floorplan.png
Scale bar: 50 um. Pins as bars on the die edge. Tap cells in gray.
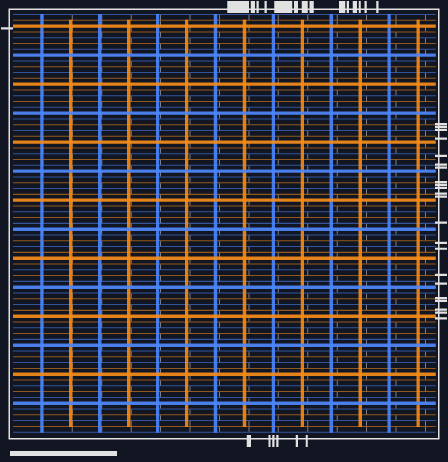
class_map.png
Scale bar: 50 um.
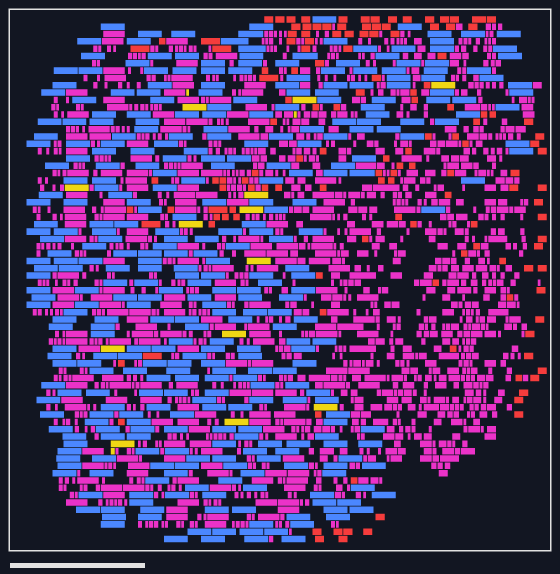
clock_wires.png
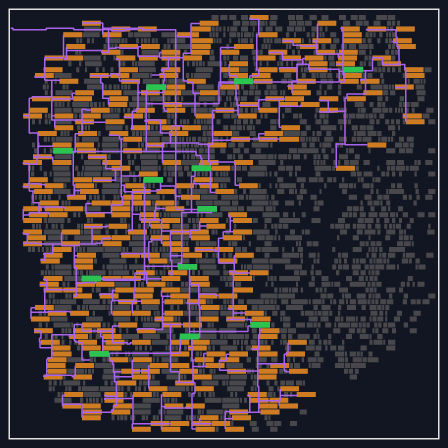
layers.png
Scale bar: 50 um. Only two layers are drawn.
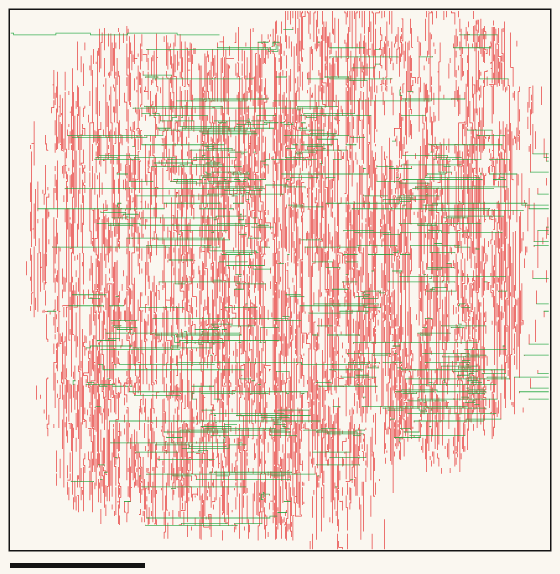
placed.png
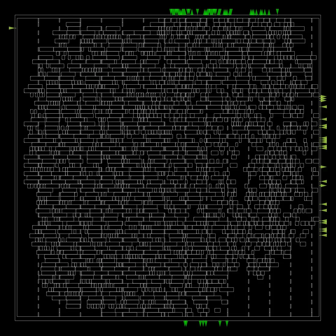
[src/rtl/proc_pkg.sv]
// Shared definitions for the 3-stage processor: widths, opcodes, field ranges, D/E record.
// PROC_MUL_EN enables the MUL opcode (also honoured by proc_alu).
package proc_pkg;

  localparam int DW   = 16;
  localparam int AW   = 8;
  localparam int NREG = 16;

  localparam logic [3:0] OP_NOP  = 4'h0;
  localparam logic [3:0] OP_HALT = 4'h1;
  localparam logic [3:0] OP_ADD  = 4'h2;
  localparam logic [3:0] OP_SUB  = 4'h3;
  localparam logic [3:0] OP_MUL  = 4'h4;
  localparam logic [3:0] OP_AND  = 4'h5;
  localparam logic [3:0] OP_OR   = 4'h6;
  localparam logic [3:0] OP_XOR  = 4'h7;
  localparam logic [3:0] OP_NOT  = 4'h8;
  localparam logic [3:0] OP_SLL  = 4'h9;
  localparam logic [3:0] OP_SRL  = 4'hA;
  localparam logic [3:0] OP_LI   = 4'hB;
  localparam logic [3:0] OP_JMP  = 4'hC;
  localparam logic [3:0] OP_RSV  = 4'hD;
  localparam logic [3:0] OP_LD   = 4'hE;
  localparam logic [3:0] OP_ST   = 4'hF;

  localparam int OP_HI   = 15, OP_LO   = 12;
  localparam int RD_HI   = 11, RD_LO   = 8;
  localparam int RS1_HI  = 7,  RS1_LO  = 4;
  localparam int RS2_HI  = 3,  RS2_LO  = 0;
  localparam int IMM_HI  = 11, IMM_LO  = 4;
  localparam int MREG_HI = 3,  MREG_LO = 0;

  // For ST, b carries the store data; for LI, a carries the zero-extended immediate.
  typedef struct packed {
    logic [3:0]    op;
    logic [3:0]    rd;
    logic [DW-1:0] a;
    logic [DW-1:0] b;
    logic [AW-1:0] addr;
  } de_rec_t;

  localparam de_rec_t DE_NOP = '0;

  // Single-cycle ops that write rd from the ALU; LD writes through its own path.
  function automatic logic op_writes_reg(input logic [3:0] op);
    case (op)
      OP_ADD, OP_SUB, OP_AND, OP_OR, OP_XOR,
      OP_NOT, OP_SLL, OP_SRL, OP_LI: op_writes_reg = 1'b1;
`ifdef PROC_MUL_EN
      OP_MUL:                        op_writes_reg = 1'b1;
`endif
      default:                       op_writes_reg = 1'b0;
    endcase
  endfunction

endpackage

[src/rtl/proc_alu.sv]
// Combinational ALU for the execute stage; all results wrap modulo 2^16.
// MUL is only built when PROC_MUL_EN is defined.
module proc_alu
  import proc_pkg::*;
(
  input  logic [3:0]    op,
  input  logic [DW-1:0] a,
  input  logic [DW-1:0] b,
  output logic [DW-1:0] y
);

  always_comb begin
    // NOTE: a default assignment before the case keeps every path driven, so no latch is inferred.
    y = '0;
    case (op)
      OP_ADD: y = a + b;
      OP_SUB: y = a - b;
`ifdef PROC_MUL_EN
      OP_MUL: y = a * b;
`endif
      OP_AND: y = a & b;
      OP_OR:  y = a | b;
      OP_XOR: y = a ^ b;
      OP_NOT: y = ~a;
      OP_SLL: y = a << b[3:0];
      OP_SRL: y = a >> b[3:0];
      OP_LI:  y = a;
      default: y = '0;
    endcase
  end

endmodule

[src/rtl/proc3_pipeline.sv]
// 16-bit 3-stage (F/D/E) in-order processor with E->D forwarding and req/ready data port.
// Optional MUL opcode is enabled by defining PROC_MUL_EN.
module proc3_pipeline
  import proc_pkg::*;
(
  input  logic          clk,
  input  logic          rst,
  output logic [AW-1:0] instr_addr,
  input  logic [DW-1:0] instr,
  output logic [AW-1:0] memAddrLoadStore,
  output logic [DW-1:0] memStoreVal,
  input  logic [DW-1:0] memLoadVal,
  input  logic          valueReady,
  output logic          readReq,
  output logic          writeReq,
  output logic          powerdown
);

  logic [AW-1:0] pc;
  logic [DW-1:0] fd_instr;
  de_rec_t       de;
  de_rec_t       d_rec;
  logic [1:0]    phase;
  logic [DW-1:0] regs [NREG];

  logic [DW-1:0] alu_y;
  logic          ld_done;
  logic          e_stall;
  logic          e_flush;
  logic          wb_en;
  logic [3:0]    wb_rd;
  logic [DW-1:0] wb_data;

  logic [3:0]    d_op;
  logic [3:0]    rs1;
  logic [3:0]    rs2;
  logic [3:0]    mreg;
  logic [AW-1:0] imm;
  logic [DW-1:0] rv1;
  logic [DW-1:0] rv2;
  logic [DW-1:0] rvm;

  assign instr_addr = pc;

  proc_alu u_alu (
    .op (de.op),
    .a  (de.a),
    .b  (de.b),
    .y  (alu_y)
  );

  // Execute stage: LD waits in phase 2 for valueReady; ST retires at the end of phase 2.
  assign ld_done = (de.op == OP_LD) && (phase == 2'd2) && valueReady;
  assign e_stall = ((de.op == OP_LD) && !ld_done) || ((de.op == OP_ST) && (phase != 2'd2));
  assign e_flush = (de.op == OP_JMP) || (de.op == OP_HALT);
  assign wb_en   = ld_done || op_writes_reg(de.op);
  assign wb_rd   = de.rd;
  assign wb_data = (de.op == OP_LD) ? memLoadVal : alu_y;

  // Decode with bypass: a register written this cycle reads back as the new value.
  always_comb begin
    d_op  = fd_instr[OP_HI:OP_LO];
    rs1   = fd_instr[RS1_HI:RS1_LO];
    rs2   = fd_instr[RS2_HI:RS2_LO];
    mreg  = fd_instr[MREG_HI:MREG_LO];
    imm   = fd_instr[IMM_HI:IMM_LO];
    rv1   = (wb_en && wb_rd == rs1)  ? wb_data : regs[rs1];
    rv2   = (wb_en && wb_rd == rs2)  ? wb_data : regs[rs2];
    rvm   = (wb_en && wb_rd == mreg) ? wb_data : regs[mreg];
    d_rec = DE_NOP;
    d_rec.op = d_op;
    if (d_op == OP_LI || d_op == OP_JMP || d_op == OP_LD || d_op == OP_ST) begin
      d_rec.rd   = mreg;
      d_rec.a    = {{(DW-AW){1'b0}}, imm};
      d_rec.b    = rvm;
      d_rec.addr = imm;
    end else begin
      d_rec.rd = fd_instr[RD_HI:RD_LO];
      d_rec.a  = rv1;
      d_rec.b  = rv2;
    end
  end

  always_ff @(posedge clk or negedge rst) begin
    if (!rst) begin
      pc               <= '0;
      fd_instr         <= '0;
      de               <= DE_NOP;
      phase            <= '0;
      readReq          <= 1'b0;
      writeReq         <= 1'b0;
      powerdown        <= 1'b0;
      memAddrLoadStore <= '0;
      memStoreVal      <= '0;
    end else begin
      if (de.op == OP_LD && phase == 2'd0) readReq <= 1'b1;
      if (ld_done)                         readReq <= 1'b0;
      if (de.op == OP_ST)                  writeReq <= (phase == 2'd0);

      if (e_stall) begin
        if (phase != 2'd2) phase <= phase + 2'd1;
      end else begin
        phase <= '0;
        if (powerdown || e_flush) begin
          fd_instr <= '0;
          de       <= DE_NOP;
          if (de.op == OP_JMP)  pc        <= de.addr;
          if (de.op == OP_HALT) powerdown <= 1'b1;
        end else begin
          de       <= d_rec;
          fd_instr <= instr;
          pc       <= pc + 1'b1;
          // Address and data are latched on entry so they hold for the whole access.
          if (d_rec.op == OP_LD || d_rec.op == OP_ST) memAddrLoadStore <= d_rec.addr;
          if (d_rec.op == OP_ST)                      memStoreVal      <= d_rec.b;
        end
      end
    end
  end

  // NOTE: the register file must read as zero after reset, so it is reset explicitly here.
  always_ff @(posedge clk or negedge rst) begin
    if (!rst) begin
      for (int i = 0; i < NREG; i++) regs[i] <= '0;
    end else if (wb_en) begin
      regs[wb_rd] <= wb_data;
    end
  end

endmodule

[config.mk]
export PLATFORM = sky130hd
export DESIGN_NAME = proc3_pipeline
export DESIGN_NICKNAME = d
export VERILOG_FILES = /design/src/rtl/proc_pkg.sv /design/src/rtl/proc_alu.sv /design/src/rtl/proc3_pipeline.sv
export SDC_FILE = /design/constraint.sdc
export NUM_CORES = 1
export LEC_CHECK = 0
export ABC_CLOCK_PERIOD_IN_PS = 4590
export CAP_MARGIN = 10
export CORE_UTILIZATION = 55
export CTS_CLUSTER_DIAMETER = 200
export CTS_CLUSTER_SIZE = 40
export DETAILED_ROUTE_END_ITERATION = 10
export PLACE_DENSITY = 0.77
export REMOVE_ABC_BUFFERS = 1
export SYNTH_ARGS = -nofsm -noshare
export SYNTH_HDL_FRONTEND = slang
export SYNTH_SLANG_ARGS = --single-unit
[constraint.sdc]
create_clock -name clk -period 4.59 [get_ports clk]
set_input_delay 0.6885 -clock clk [delete_from_list [all_inputs] [get_ports clk]]
set_output_delay 0.6885 -clock clk [all_outputs]
set_load 0.02 [all_outputs]
==> notes.md <==
Results of an implementation run.

The flow ran to the end, and the final reports show no timing, DRC or antenna violations. The first-pass GRT wire length is roughly 100000 um. The final wirelength is between 60000 and 70000 um. The yosys warning tally is 0. The final route contains approximately 17000 vias.

For this run, the register share of the synthesized area comes to 0.411. Dividing the synthesized area by the synthesized cell count gives approximately 10 sq um. The portion of synthesized cell area occupied by the leading cell type is 0.411. The slew check shows that the tightest pin keeps a relative margin of 0.178. The power report lists cell-internal power as approximately 7000 uW.

The deepest level of the CTS H-tree is 1. The OpenROAD report gives the critical path a data arrival time of just under 5 ns. The logic area is approximately 12000 sq um.

Post-CTS repair changed the size of 0 cells. The most common cell in the synthesized netlist is dfrtp_1. The HPWL reported at the end of detailed placement is 44500 um. The worst clock skew on the final layout is 0.0226 ns.

The post-route minimum period is between 4 and 5 ns. The group with the largest share of power is combinational cells. The share of total power dissipated in sequential elements is 0.388. Per the repair_timing log after CTS, setup buffers inserted total 0. The final layout report lists a clock buffer count of 15. Setup repair after global routing left no endpoint under its margin.

The clock edge transition at the registers on the reported setup and hold paths is 0.15 ns. Summing over the stages, the warning tally comes to 46. Hold-check failures listed in the final report amount to 0.

In this run, synthesis inferred 0 flip-flops with an integrated enable. The post-route DRC violation count is 0. The leakage power of the design is around 0.0093 uW.

The portion of the layout cell area used by clock cells is 0.0146. The critical path in this run is classified as register to register. The tool flagged a number of max-cap violations equal to 0. The number of register bits inferred by synthesis is 357. The number of inverters outside the clock class in the layout is between 60 and 70. The pre-placement core utilization is 0.559.

Global routing finished with a remaining overflow of 0. The cell type with the largest total area after synthesis is dfrtp_1. The critical path startpoint category is a register. The total power is between 10000 and 15000 uW. The number of buffers inserted by hold repair at cts is 0.

The buffer-and-inverter tally for the worst setup path is 0. The post-layout instance area is 23200 sq um. The longest incremental delay of any stage on the critical path is reported as approximately 0.72 ns. The portion of netlist area occupied by mux cells is 0.207. Before antenna repair, the detailed router went through 6 iterations. By area, multi-input combinational cells come first. The worst setup margin is about 0.22 ns. The count of mapped cells out of synthesis is 2086. The hold slack is 0.221 ns.

The synthesis-to-finish area growth is 6.87%. Leaving out fill and tap cells, the most frequent cells in the layout are dfrtp_1, nand2_1, o21ai_0, mux4_2, nor2_1. The power density over cell area is around 510 nW/um^2. In this run the power spent charging and discharging nets is between 4000 and 5000 uW. The number of inserted diodes is 0.

The initial antenna violation count is 1. Yosys shows that the main logic family after synthesis is multiplexers. Counting instances in the post-synthesis netlist gives the leading cell types as dfrtp_1, nand2_1, o21ai_0. The most critical setup path has its endpoint at memStoreVal[1]. Per the OpenROAD floorplan log, the area of the die is around 40000 sq um. On the critical path, the stage with the largest delay is an instance of nor4_4. The critical register-to-register path startpoint is de[44]. The violation tally recorded at the end of detailed-routing iteration 0 is around 1700.

The combinational share of cell area is 0.505. The worst path required time is between 5 and 6 ns. The most common logic cell in the final layout is dfrtp_1. On the critical path the largest part of the delay comes from simple AND/OR/NAND/NOR gates. The critical path runs through a total of 11 cells. The share of total power dissipated in the clock network is 0.123. The cell-mix breakdown from Yosys lists the XOR/XNOR area share as 0.0121.

The synthesized netlist contains around 91 unique library cells. The power consumed by the clock network is approximately 1500 uW. Per the synthesis report, the AND-OR/OR-AND share of the synthesized area is 0.159. The area share of and/or/nand/nor cells after synthesis is 0.130.

Switching power as a fraction of the total was reported as 0.405. The number of ports placed on the die boundary is around 70. The final timing report counts setup violations totalling 0. STA reports the tightest min-delay check as being of type input pin to async pin. The power in sequential cells is roughly 4600 uW. The count of instantiated cells in the yosys netlist is between 2000 and 2500. The capturing element type of the critical path is a register.

The layout summary lists the proportion of cells stronger than drive strength 1 as 0.157. The most used flip-flop cell after synthesis is dfrtp_1. The setup slack on the worst flop-to-flop path is around 0.22 ns. Per the post-place timing report, worst setup slack is approximately 0.32 ns. Of all flip-flops after synthesis, the portion carrying an async set or reset was 1.00. Once placement completed, the tool counted placed cells totaling roughly 2500. The maximum number of buffers from clock root to sink is 3. The global placement routability congestion is 1.02.

The sum of negative setup slack is 0 ns. The tally of buffers added on design ports is between 60 and 70. The final period utilization is 0.951.

Per the layout report, the design carries roughly 140 non-clock buffers. The standard cell area after detailed placement is ~23000 sq um. After detailed routing, the average wire length per cell comes to ~25 um.

Across every metal layer, demand over resource in global routing totals 0.326. Of the total power, combinational logic draws 0.489. The maximum operating frequency is 0.229 GHz. Per STA, the worst path is made up of and2_1 -> nand2_1 -> mux2i_1 -> fa_1 -> and3b_1 -> a41o_1 -> a222oi_1 -> o41ai_1 -> nor4_4 -> o21ai_1 -> mux2_2. The transition time recorded at the tightest slew-check pin is 1.23 ns. The area recorded from the Yosys report for this design is 21700 sq um. Entering global routing, the biggest net connects roughly 120 pins. The layout report lists the combined flip-flop and latch area as between 8000 and 9000 sq um. The combinational cell power is about 5800 uW. For reference, the top cells by area after synthesis are dfrtp_1, mux4_2, o21ai_0.

TritonCTS created 12 clock buffers. The count of multi-input combinational gates is roughly 1500. The root buffer cell chosen for the clock tree is clkbuf_16. TritonCTS built the clock tree. Before any placement, the netlist area is recorded as approximately 22000 sq um. The capture point of the worst register-to-register path is recorded as memStoreVal[1]. The count of nets left with antenna violations once routing finished came out at 0. The critical path startpoint is de[44]. Of all the cell area in the finished design, non-clock buffers hold 0.0564. The maximum net fanout on the critical path is 18. Counting pins that exceed their max-slew limit in the final report gives 0. According to the CTS report, the clock sink count is about 360. Dividing the detail-routed via count by the number of cells gives just under 7.

The net count reported at finish is between 2000 and 2500. The via count of the first global-routing pass is 17100. The area fraction in full adders, half adders and majority gates is 0.0309. The later pin in the worst-skew pair is clocked with a latency of approximately 0.53 ns. The worst register-to-register path depth is 11.
-- floorplan.png (at the start) --
net	color
VDD	orange
VSS	blue
met4 straps	14
rows	72
met1 rails	73
vertical die dimension: 201 um
width of the die: 201 um
placeable core area: 38800 sq um
IR drop worst, VDD: 0.262 mV

-- class_map.png (at the start) --
class	color	cells
clock drivers and dummy loads	yellow	16
remaining logic cells	magenta	1535
registers	blue	357
remaining buffers and delay cells	red	139
Seq area share: 0.385
post-layout util: 0.598
standard-cell row count: 72

-- clock_wires.png (at the start) --
[flip-flops] orange | count: 357
[clock-net drivers] green | count: 12
[clock wires] purple | length: 3510 um
routed clock nets	13

-- layers.png (at the start) --
layer	color	wire length
M3	green	5740 um
M2	red	30.5 mm

-- placed.png (at the start) --
number of standard cells in the layout, taps in and fillers out: 2565
inserted tap cell count: 518
Flops: 357
count of filler cells inserted in the layout: 3106

[state kept, by name (all words and copies together) (netlist names), 2 cells and up]
register / count
wb_rd: 4
memStoreVal: 16
fd_instr: 16
phase: 2
instr_addr: 8
memAddrLoadStore: 8
de: 44
regs: 256
[logic make-up after synthesis]
logic type | count (synthesis)
mux | 217
compound gates | 553
xor+xnor | 30
simple gates | 619
flops | 357
fa+ha+maj | 53
buf+inv | 257
[routing by layer]
| metal | GRT usage | up-vias | wire length [um] |
|---|---|---|---|
| met5 | 0 | - | 11 |
| met4 | 0.147 | 2 | 3270 |
| met3 | 0.0529 | 206 | 5740 |
| met2 | 0.514 | 934 | 30500 |
| met1 | 0.449 | 8674 | 25400 |
| li1 | - | 7526 | - |
Power is estimated from default activity; no workload was simulated.
